## src/rtl/seq_det_pkg.sv

```systemverilog
// Shared types and constants for the serial pattern detector.
// The match counter is present only when SEQDET_MATCH_COUNT_EN is defined.
package seq_det_pkg;

    typedef enum logic {
        ST_FILL = 1'b0,
        ST_RUN  = 1'b1
    } state_t;

    localparam logic MODE_NOOVL = 1'b0;
    localparam logic MODE_OVL   = 1'b1;

    localparam int MAX_PAT_W = 64;

    // Low w bits set; the caller narrows the result to its own width.
    function automatic logic [MAX_PAT_W-1:0] ones_pat(input int w);
        return {MAX_PAT_W{1'b1}} >> (MAX_PAT_W - w);
    endfunction

endpackage

```

## src/rtl/seq_match_counter.sv

```systemverilog
// Saturating event counter; a clear that coincides with an increment yields 1.
module seq_match_counter #(
    parameter int CNT_W = 8
) (
    input  logic             clk_i,
    input  logic             rst_ni,
    input  logic             inc_i,
    input  logic             clr_i,
    output logic [CNT_W-1:0] cnt_o
);

    logic [CNT_W-1:0] cnt_q, cnt_d;

    always_comb begin
        cnt_d = cnt_q;
        if (clr_i)
            cnt_d = inc_i ? CNT_W'(1) : '0;
        else if (inc_i && (cnt_q != {CNT_W{1'b1}}))
            cnt_d = cnt_q + CNT_W'(1);
    end

    always_ff @(posedge clk_i) begin
        if (!rst_ni) cnt_q <= '0;
        else         cnt_q <= cnt_d;
    end

    assign cnt_o = cnt_q;

endmodule

```

## src/rtl/seq_pattern_detector.sv

```systemverilog
// Serial detector matching a loadable PAT_W-bit pattern, overlapping or not.
// Define SEQDET_MATCH_COUNT_EN to build the saturating match counter.
module seq_pattern_detector
    import seq_det_pkg::*;
#(
    parameter int               PAT_W     = 4,
    parameter logic [PAT_W-1:0] PAT_RESET = PAT_W'(ones_pat(PAT_W)),
    parameter int               CNT_W     = 8
) (
    input  logic             clk,
    input  logic             reset,
    input  logic             in_valid,
    input  logic             in,
    input  logic             overlap,
    input  logic             pat_load,
    input  logic [PAT_W-1:0] pat_value,
    output logic             match,
    output logic             armed,
    output logic [CNT_W-1:0] match_cnt,
    input  logic             cnt_clr
);

    localparam int FILL_W = $clog2(PAT_W + 1);

    state_t           state_q, state_d;
    logic [PAT_W-1:0] hist_q, hist_d, pat_q, pat_d, hist_sh;
    logic [FILL_W-1:0] fill_q, fill_d;
    logic             match_q, match_d, armed_q, armed_d;
    logic             accept, full_now, drop_hist;

    // A load in the same cycle discards the input bit.
    assign accept    = in_valid && !pat_load;
    assign hist_sh   = {hist_q[PAT_W-2:0], in};
    assign full_now  = (state_q == ST_RUN) || (fill_q == FILL_W'(PAT_W - 1));
    assign match_d   = accept && full_now && (hist_sh == pat_q);
    assign drop_hist = match_d && (overlap == MODE_NOOVL);

    always_ff @(posedge clk) begin
        if (!reset) state_q <= ST_FILL;
        else        state_q <= state_d;
    end

    always_comb begin
        state_d = state_q;
        if (pat_load)
            state_d = ST_FILL;
        else if (accept) begin
            if (drop_hist)     state_d = ST_FILL;
            else if (full_now) state_d = ST_RUN;
        end
    end

    always_comb begin
        armed_d = (state_d == ST_RUN);
    end

    always_comb begin
        hist_d = hist_q;
        fill_d = fill_q;
        pat_d  = pat_q;
        if (pat_load) begin
            pat_d  = pat_value;
            fill_d = '0;
        end else if (accept) begin
            hist_d = hist_sh;
            if (drop_hist)
                fill_d = '0;
            else if (state_q == ST_FILL)
                fill_d = fill_q + FILL_W'(1);
        end
    end

    always_ff @(posedge clk) begin
        if (!reset) begin
            hist_q  <= '0;
            fill_q  <= '0;
            pat_q   <= PAT_RESET;
            match_q <= 1'b0;
            armed_q <= 1'b0;
        end else begin
            hist_q  <= hist_d;
            fill_q  <= fill_d;
            pat_q   <= pat_d;
            match_q <= match_d;
            armed_q <= armed_d;
        end
    end

    assign match = match_q;
    assign armed = armed_q;

`ifdef SEQDET_MATCH_COUNT_EN
    seq_match_counter #(.CNT_W(CNT_W)) u_cnt (
        .clk_i  (clk),
        .rst_ni (reset),
        .inc_i  (match_d),
        .clr_i  (cnt_clr),
        .cnt_o  (match_cnt)
    );
`else
    logic unused_cnt_clr;
    assign unused_cnt_clr = cnt_clr;
    assign match_cnt      = '0;
`endif

endmodule
```

## config.mk

```make
export PLATFORM = sky130hd
export DESIGN_NAME = seq_pattern_detector
export DESIGN_NICKNAME = d
export VERILOG_FILES = /design/src/rtl/seq_det_pkg.sv /design/src/rtl/seq_match_counter.sv /design/src/rtl/seq_pattern_detector.sv
export SDC_FILE = /design/constraint.sdc
export NUM_CORES = 1
export LEC_CHECK = 0
export CAP_MARGIN = 20
export CORE_MARGIN = 1.5
export CORE_UTILIZATION = 47
export DETAILED_ROUTE_END_ITERATION = 10
export PLACE_DENSITY = 0.83
export SETUP_SLACK_MARGIN = 0.1
export SYNTH_ARGS = -nofsm -noshare
export SYNTH_HDL_FRONTEND = slang
export SYNTH_SLANG_ARGS = --single-unit
```

## constraint.sdc

```tcl
create_clock -name clk -period 2.1 [get_ports clk]
set_input_delay 0.42 -clock clk [delete_from_list [all_inputs] [get_ports clk]]
set_output_delay 0.42 -clock clk [all_outputs]
set_load 0.05 [all_outputs]
```

Clock nets:
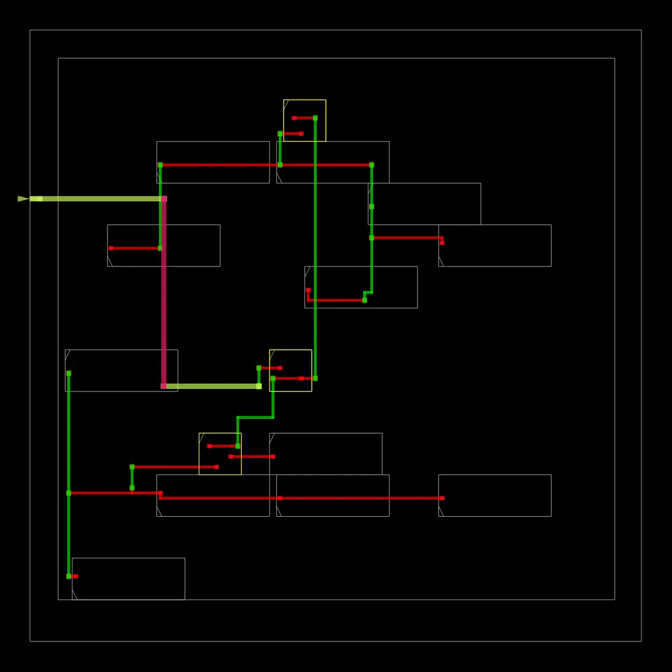
Clock Sink Count: 12
Seq cells: 12

Signal wires by layer:
(12 px per um) Only two layers are drawn.
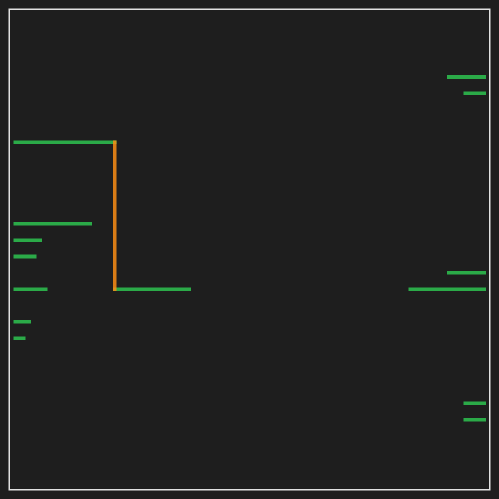
green -> metal 3  # wire length 45.5 um
orange -> metal 4  # wire length 12.2 um

==> GITHUB_STEP_SUMMARY <==
### Yosys + OpenROAD results

| Metric | Value |
|---|---|
| WHS Endpoint | `pat_q[0]` |
| Final period util | `91.11%` |
| Int Power | `336.4 uW` |
| DP HPWL | `773.4 um` |
| Async set-reset flop share out of synthesis | `0%` |
| Nets | `90` |
| Placed inst area | `720.7 um^2` |
| Worst hold path type | `register to register` |
| Area grow syn2layout | `16.02%` |
| Synth cell types | `22` |
| VDD IR max | `0.4528 mV` |
| RSZ-0062 raised after global routing | `no` |
| Status | `finished clean` |
| PnR worst setup slack | `0.1867 ns` |
| Critical Path Stages | `1` |
| Final wirelength | `952 um` |
| Pwr/cell area | `622.5 nW/um^2` |
| Pwr top | `registers` |
| R2r startpoint | `fill_q[0]` |
| ANT nets after route | `0` |
| Clock Skews | `0.0005855 ns` |
| Number of global-route vias before repair | `394` |
| Drt wl/cell | `10.58 um` |
| Initial drt markers | `4` |
| CP top delay family | `buffers and inverters` |
| Yosys reg bits | `12` |
| Hold_ws | `0.4972 ns` |
| Die Y | `39.92 um` |
| Final instance area | `743.2 um^2` |
| Core area | `1285 um^2` |
| Cell accounting for the most synthesized area | `dfxtp_1` |
| Power Total | `462.6 uW` |
| Static Leak | `0.3308 nW` |
| YS chip area | `640.6 um^2` |
placed cells by master (no fill, tap or decap):
| cell | instances |
|---|---|
| nand2b_2 | 1 |
| and2b_4 | 1 |
| conb_1 | 8 |
| nor2_2 | 1 |
| o211a_1 | 1 |
| and3_1 | 1 |
| buf_4 | 1 |
| nor3_1 | 3 |
| nor2_1 | 6 |
| a21oi_1 | 1 |
| xnor2_1 | 2 |
| inv_1 | 2 |
| clkbuf_4 | 3 |
| mux2i_1 | 8 |
| and3_4 | 1 |
| nand2_1 | 4 |
| a2111oi_4 | 1 |
| nor2b_1 | 1 |
| ha_1 | 2 |
| clkdlybuf4s50_1 | 11 |
| dfxtp_1 | 12 |
| nor2b_4 | 1 |
| xor2_1 | 3 |
per-layer routing:
layer  up-vias  GRT usage (%)  wire length (um)
li1        216              -                 -
met1       188          17.59               395
met2        13          26.61               498
met3         2          5.114                45
met4         0          12.93                12
met5         -              0                 0
layout make-up:
type / count / share of cell area, %
multi-input combinational: 46 / 45.29
inverter: 2 / 1.010
timing repair buffer: 12 / 15.82
tap: 15 / 2.525
clock buffer: 3 / 3.030
sequential: 12 / 32.32
flip-flops by register name, summed over array words and instances (netlist names):
name / cells
hist_q: 3
match: 1
armed: 1
pat_q: 4
fill_q: 3
cell families after synthesis:
kind of cell             after synthesis  share of synthesized area, %
AND/OR/NAND/NOR                       20                         17.97
flip-flops                            12                         37.50
buffers and inverters                 12                         14.06
multiplexers                           8                         12.50
XOR/XNOR                               5                         6.837
AND-OR/OR-AND                          3                         6.641
adder cells (fa/ha/maj)                2                         3.906
other                                  1                        0.5854
worst max path at each step:
stage | from | end
after floorplan | fill_q[0] | fill_q[2]
after global placement | in_valid | fill_q[2]
after detailed placement | in_valid | fill_q[2]
after CTS | armed | armed
after global routing | armed | armed
final | armed | armed
Power and IR drop assume default switching activity.
